===== src/rtl/d_fifo_reader_pkg.sv =====
// d_fifo_reader shared types: source tags, round-robin pointer
// encoding and destination-bit helper.
package d_fifo_reader_pkg;

  localparam logic SRC_D0 = 1'b0;
  localparam logic SRC_D1 = 1'b1;

  localparam int DATA_WIDTH_DEF = 6;
  localparam int CNT_WIDTH_DEF  = 5;

  typedef enum logic {
    PTR_D0 = 1'b0,
    PTR_D1 = 1'b1
  } rr_ptr_e;

  function automatic int dest_bit(input int width);
    return width - 1;
  endfunction

endpackage


===== src/rtl/d_fifo_reader_if.sv =====
// FIFO-side bundle of d_fifo_reader: empty flags, read data
// and pop strobes for destinations D0 and D1.
interface d_fifo_reader_if #(
  parameter int DATA_WIDTH = 6
) ();

  logic                  D0_empty;
  logic                  D1_empty;
  logic [DATA_WIDTH-1:0] data_out_D0;
  logic [DATA_WIDTH-1:0] data_out_D1;
  logic                  D0_pop;
  logic                  D1_pop;

  modport master (
    input  D0_empty,
    input  D1_empty,
    input  data_out_D0,
    input  data_out_D1,
    output D0_pop,
    output D1_pop
  );

  modport slave (
    output D0_empty,
    output D1_empty,
    output data_out_D0,
    output data_out_D1,
    input  D0_pop,
    input  D1_pop
  );

endinterface


===== src/rtl/reader_rr_arbiter.sv =====
// Two-way round-robin pop arbiter with registered one-hot
// grant; a FIFO popped last cycle is never granted again.
module reader_rr_arbiter
  import d_fifo_reader_pkg::*;
(
  input  logic       clk,
  input  logic       reset,
  input  logic [1:0] req_i,
  input  logic [1:0] last_pop_i,
  output logic [1:0] grant_o
);

  rr_ptr_e    ptr_q, ptr_d;
  logic [1:0] grant_q, grant_d;
  logic [1:0] elig;

  // empty flag lags a pop by one edge, so mask last pop
  assign elig = req_i & ~last_pop_i;

  always_ff @(posedge clk or negedge reset) begin
    if (!reset) begin
      ptr_q   <= PTR_D0;
      grant_q <= 2'b00;
    end else begin
      ptr_q   <= ptr_d;
      grant_q <= grant_d;
    end
  end

  always_comb begin
    ptr_d   = ptr_q;
    grant_d = 2'b00;
    unique case (1'b1)
      (elig == 2'b11): begin
        if (ptr_q == PTR_D0) begin
          grant_d = 2'b01;
          ptr_d   = PTR_D1;
        end else begin
          grant_d = 2'b10;
          ptr_d   = PTR_D0;
        end
      end
      (elig == 2'b01): begin
        grant_d = 2'b01;
        ptr_d   = PTR_D1;
      end
      (elig == 2'b10): begin
        grant_d = 2'b10;
        ptr_d   = PTR_D0;
      end
      default: ;
    endcase
  end

  assign grant_o = grant_q;

endmodule


===== src/rtl/d_fifo_reader.sv =====
// Pop controller merging D0/D1 FIFOs into one tagged stream.
// Define D_FIFO_READER_DEST_CHECK_EN to enable error_dest.
module d_fifo_reader
  import d_fifo_reader_pkg::*;
#(
  parameter int DATA_WIDTH = DATA_WIDTH_DEF,
  parameter int CNT_WIDTH  = CNT_WIDTH_DEF
) (
  input  logic                  clk,
  input  logic                  reset,
  input  logic                  enable,
  d_fifo_reader_if.master       fifo,
  output logic [DATA_WIDTH-1:0] data_out,
  output logic                  valid_out,
  output logic                  src_out,
  output logic [CNT_WIDTH-1:0]  cnt_D0,
  output logic [CNT_WIDTH-1:0]  cnt_D1,
  output logic                  error_dest
);

  localparam logic [CNT_WIDTH-1:0] CNT_MAX = '1;
  localparam logic [CNT_WIDTH-1:0] CNT_ONE = 1;

  logic [1:0]            req;
  logic [1:0]            grant;
  logic [DATA_WIDTH-1:0] cap_data;

  logic                  pend_vld_q, pend_vld_d;
  logic                  pend_src_q, pend_src_d;
  logic [DATA_WIDTH-1:0] data_q, data_d;
  logic                  valid_q, valid_d;
  logic                  src_q, src_d;
  logic [CNT_WIDTH-1:0]  cnt0_q, cnt0_d;
  logic [CNT_WIDTH-1:0]  cnt1_q, cnt1_d;

  assign req[0] = enable & ~fifo.D0_empty;
  assign req[1] = enable & ~fifo.D1_empty;

  reader_rr_arbiter u_arb (
    .clk        (clk),
    .reset      (reset),
    .req_i      (req),
    .last_pop_i (grant),
    .grant_o    (grant)
  );

  assign fifo.D0_pop = grant[0];
  assign fifo.D1_pop = grant[1];

  assign cap_data = (pend_src_q == SRC_D1) ? fifo.data_out_D1
                                           : fifo.data_out_D0;

  always_ff @(posedge clk or negedge reset) begin
    if (!reset) begin
      pend_vld_q <= 1'b0;
      pend_src_q <= SRC_D0;
      data_q     <= '0;
      valid_q    <= 1'b0;
      src_q      <= SRC_D0;
      cnt0_q     <= '0;
      cnt1_q     <= '0;
    end else begin
      pend_vld_q <= pend_vld_d;
      pend_src_q <= pend_src_d;
      data_q     <= data_d;
      valid_q    <= valid_d;
      src_q      <= src_d;
      cnt0_q     <= cnt0_d;
      cnt1_q     <= cnt1_d;
    end
  end

  always_comb begin
    pend_vld_d = |grant;
    pend_src_d = grant[1] ? SRC_D1 : SRC_D0;
    valid_d    = pend_vld_q;
    data_d     = data_q;
    src_d      = src_q;
    cnt0_d     = cnt0_q;
    cnt1_d     = cnt1_q;
    if (pend_vld_q) begin
      data_d = cap_data;
      src_d  = pend_src_q;
      // counters saturate instead of wrapping
      if (pend_src_q == SRC_D0) begin
        if (cnt0_q != CNT_MAX) cnt0_d = cnt0_q + CNT_ONE;
      end else begin
        if (cnt1_q != CNT_MAX) cnt1_d = cnt1_q + CNT_ONE;
      end
    end
  end

  assign data_out  = data_q;
  assign valid_out = valid_q;
  assign src_out   = src_q;
  assign cnt_D0    = cnt0_q;
  assign cnt_D1    = cnt1_q;

`ifdef D_FIFO_READER_DEST_CHECK_EN
  localparam int DEST_BIT = dest_bit(DATA_WIDTH);

  logic err_q, err_d;

  always_comb begin
    err_d = pend_vld_q & (cap_data[DEST_BIT] != pend_src_q);
  end

  always_ff @(posedge clk or negedge reset) begin
    if (!reset) err_q <= 1'b0;
    else        err_q <= err_d;
  end

  assign error_dest = err_q;
`else
  assign error_dest = 1'b0;
`endif

endmodule


===== src/flat_wrapper.sv =====
// flat-port wrapper written by rule: the top's interface ports become plain ports
module d_fifo_reader_flat import d_fifo_reader_pkg::*;
#(
  parameter int DATA_WIDTH = DATA_WIDTH_DEF,
  parameter int CNT_WIDTH  = CNT_WIDTH_DEF
)
  (clk, reset, enable, data_out, valid_out, src_out, cnt_D0, cnt_D1, error_dest, fifo_D0_empty, fifo_D1_empty, fifo_data_out_D0, fifo_data_out_D1, fifo_D0_pop, fifo_D1_pop);
  d_fifo_reader_if #(.DATA_WIDTH(DATA_WIDTH)) fifo_i ();
  input  logic clk;
  input  logic reset;
  input  logic enable;
  output logic [DATA_WIDTH-1:0] data_out;
  output logic valid_out;
  output logic src_out;
  output logic [CNT_WIDTH-1:0] cnt_D0;
  output logic [CNT_WIDTH-1:0] cnt_D1;
  output logic error_dest;
  input wire logic [$bits(fifo_i.D0_empty)-1:0] fifo_D0_empty;
  input wire logic [$bits(fifo_i.D1_empty)-1:0] fifo_D1_empty;
  input wire logic [$bits(fifo_i.data_out_D0)-1:0] fifo_data_out_D0;
  input wire logic [$bits(fifo_i.data_out_D1)-1:0] fifo_data_out_D1;
  output wire logic [$bits(fifo_i.D0_pop)-1:0] fifo_D0_pop;
  output wire logic [$bits(fifo_i.D1_pop)-1:0] fifo_D1_pop;
  assign fifo_i.D0_empty = fifo_D0_empty;
  assign fifo_i.D1_empty = fifo_D1_empty;
  assign fifo_i.data_out_D0 = fifo_data_out_D0;
  assign fifo_i.data_out_D1 = fifo_data_out_D1;
  assign fifo_D0_pop = fifo_i.D0_pop;
  assign fifo_D1_pop = fifo_i.D1_pop;
  d_fifo_reader #(.DATA_WIDTH(DATA_WIDTH), .CNT_WIDTH(CNT_WIDTH)) u_core (.clk(clk), .reset(reset), .enable(enable), .fifo(fifo_i), .data_out(data_out), .valid_out(valid_out), .src_out(src_out), .cnt_D0(cnt_D0), .cnt_D1(cnt_D1), .error_dest(error_dest));
endmodule

===== config.mk =====
export PLATFORM = sky130hd
export DESIGN_NAME = d_fifo_reader_flat
export DESIGN_NICKNAME = d
export VERILOG_FILES = /design/src/rtl/d_fifo_reader_pkg.sv /design/src/rtl/d_fifo_reader_if.sv /design/src/rtl/reader_rr_arbiter.sv /design/src/rtl/d_fifo_reader.sv /design/src/flat_wrapper.sv
export SDC_FILE = /design/constraint.sdc
export NUM_CORES = 1
export LEC_CHECK = 0
export CORE_MARGIN = 10
export CORE_UTILIZATION = 45
export CTS_CLUSTER_SIZE = 28
export DETAILED_ROUTE_END_ITERATION = 12
export GPL_ROUTABILITY_DRIVEN = 0
export MAX_ROUTING_LAYER = met4
export PLACE_DENSITY = 0.89
export SLEW_MARGIN = 20
export SYNTH_ARGS = -nofsm -noshare
export SYNTH_HDL_FRONTEND = slang
export SYNTH_SLANG_ARGS = --single-unit

===== constraint.sdc =====
create_clock -name clk -period 2.9 [get_ports clk]
set_input_delay 0.87 -clock clk [delete_from_list [all_inputs] [get_ports clk]]
set_output_delay 0.87 -clock clk [all_outputs]
set_load 0.01 [all_outputs]

==> metrics.cfg <==
[run]
drv_cap=0

[synthesis]
synth_cells=77
mappedNetlistArea_sq_um=992.2
ys_warn_count=0
synth_cell_type_count=22
syn_nets=98
ys_seq_frac=0.5801

[route]
ant_nets=0
drtIter0Drc=13
firstDrtPassIters=2
drt-wirelength-per-cell_microns=15.50

[critical_path]
critical_path_class=flip-flop to output port
crit_family=buffers and inverters
crit_path_cell_trace=clkdlybuf4s50_1
crit_buf_inv=1
cp_max_fo=4

[floorplan]
io_pins=38
chipArea_sq_um=4483
fp.dieH_microns=66.96

[clock_tree]
post_cts_resized=0
cts_max_path_buffers=2
cts_tree=built
clk_pin_slew_worst_paths_ns=0.13
cts_sinks=23

[min_path]
worst_hold_path_type=flip-flop to flip-flop

[grt]
grt_max_degree=24
grt_pass1_wl_mm=3.574
grt_usage=0.1086
antenna_found_initial=0

[sta]
rsz0062_at_grt=no
post-route-period-util=0.7516
drv_slew=0

[placement]
dpl_cell_area_sq_um=1360

[cells_and_area]
fin_area_sq_um=1388
area_delta_synth_final_pct=39.85

[status]
run_status=completed

-- sequential cells by signal, indices dropped and copies added (netlist names) --
name and flops:
u_core.data_out 6, u_core.u_arb.ptr_q 1, u_core.src_out 1, u_core.u_arb.grant_o 2
u_core.valid_out 1, u_core.cnt_D0 5, u_core.cnt_D1 5, u_core.pend_src_q 1
u_core.pend_vld_q 1
-- worst paths after layout --
check | slack (ns) | depth (start not counted) | start | to
max | 0.72 | 1 | u_core.cnt_D1[0]$_DFFE_PN0P_ | cnt_D1[0]
min | 0.45 | 0 | u_core.u_arb.grant_o[1]$_DFF_PN0_ | u_core.pend_src_q$_DFF_PN0_
max reg2reg | 1.11 | 5 | u_core.cnt_D0[0]$_DFFE_PN0P_ | u_core.cnt_D0[1]$_DFFE_PN0P_
min reg2reg | 0.45 | 0 | u_core.u_arb.grant_o[1]$_DFF_PN0_ | u_core.pend_src_q$_DFF_PN0_
max in group asynchronous | 1.80 | 2 | reset | u_core.valid_out$_DFF_PN0_
min in group asynchronous | 0.87 | 2 | reset | u_core.u_arb.ptr_q$_DFFE_PN0P_
-- Yosys cell counts --
| cell type | count | area [sq um] |
|---|---|---|
| and3_1 | 2 | 12.51 |
| mux2i_1 | 6 | 60.06 |
| or2_2 | 1 | 6.260 |
| ha_1 | 4 | 50.05 |
| mux2_2 | 3 | 33.78 |
| a21oi_1 | 8 | 40.04 |
| buf_6 | 2 | 22.52 |
| conb_1 | 1 | 3.750 |
| nand4_1 | 2 | 12.51 |
| dfrtp_1 | 23 | 575.6 |
| xor2_1 | 2 | 17.52 |
| mux2_4 | 1 | 15.01 |
| nor3b_4 | 1 | 18.77 |
| clkbuf_1 | 1 | 3.750 |
| o311a_1 | 1 | 10.01 |
| mux2_1 | 1 | 11.26 |
| a31oi_1 | 1 | 6.260 |
| and3b_1 | 1 | 8.760 |
| nor2_1 | 8 | 30.03 |
| xnor2_1 | 4 | 35.03 |
| buf_4 | 1 | 7.510 |
| nand2_1 | 3 | 11.26 |
-- area by class of cell --
| type | count | share of cell area |
|---|---|---|
| Clock buffer | 3 | 0.01623 |
| Clock inverter | 1 | 0.003607 |
| Multi-Input combinational cell | 50 | 0.2759 |
| Sequential cell | 23 | 0.4148 |
| Tap cell | 27 | 0.02435 |
| Timing Repair Buffer | 37 | 0.2651 |
-- where the power goes --
group	total [uW]	internal, uW	switching (uW)	leakage [uW]
sequential	502	412	89.7	0.000280
combinational	380	239	141	0.000314
clock	152	51.7	100	0.0000177
-- cells by family after synthesis --
family | after synthesis | share of synthesized area
DFF | 23 | 0.5801
and+or+nand+nor | 18 | 0.1009
muxes | 11 | 0.1211
AOI/OAI and AO/OA | 10 | 0.05675
xor gates and xnor gates | 6 | 0.05296
adders and majority gates | 4 | 0.05044
buffers and inverters | 4 | 0.03405
other | 1 | 0.003779
-- routing by layer --
| metal | vias up | wire, microns |
|---|---|---|
| met5 | - | 0 |
| met1 | 338 | 827 |
| met3 | 5 | 174 |
| met2 | 24 | 1126 |
| met4 | 0 | 57 |
| li1 | 338 | - |
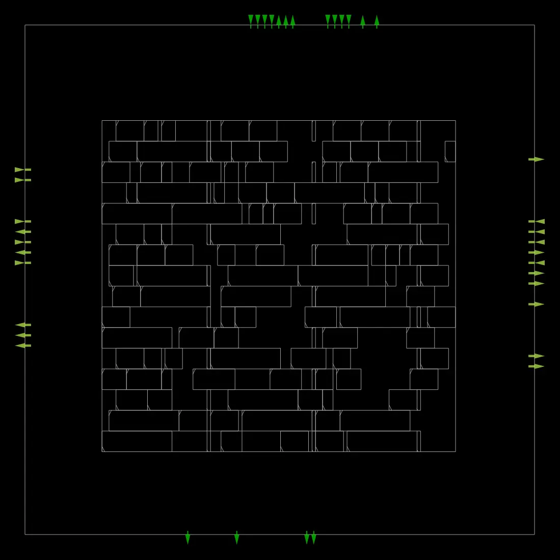
final_placement.png
FF+latch count: 23
row count: 16
utilization after layout: 0.6863
core area: 2022 sq um
filler cell count: 157

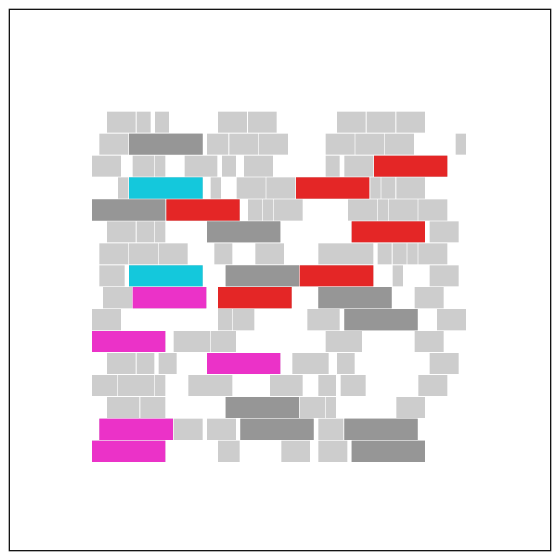
registers.png
Other sequential cells in the stronger gray, the rest of the logic in the fainter gray.
| color | name in the netlist | sequential cells |
|---|---|---|
| red | u_core.data_out | 6 |
| cyan | u_core.u_arb.grant_o | 2 |
| magenta | u_core.cnt_D1 | 5 |
Power Sequential: 502 uW
Reg area: 575.6 sq um
flop share of the area: 0.4148

Power is estimated from default activity; no workload was simulated.
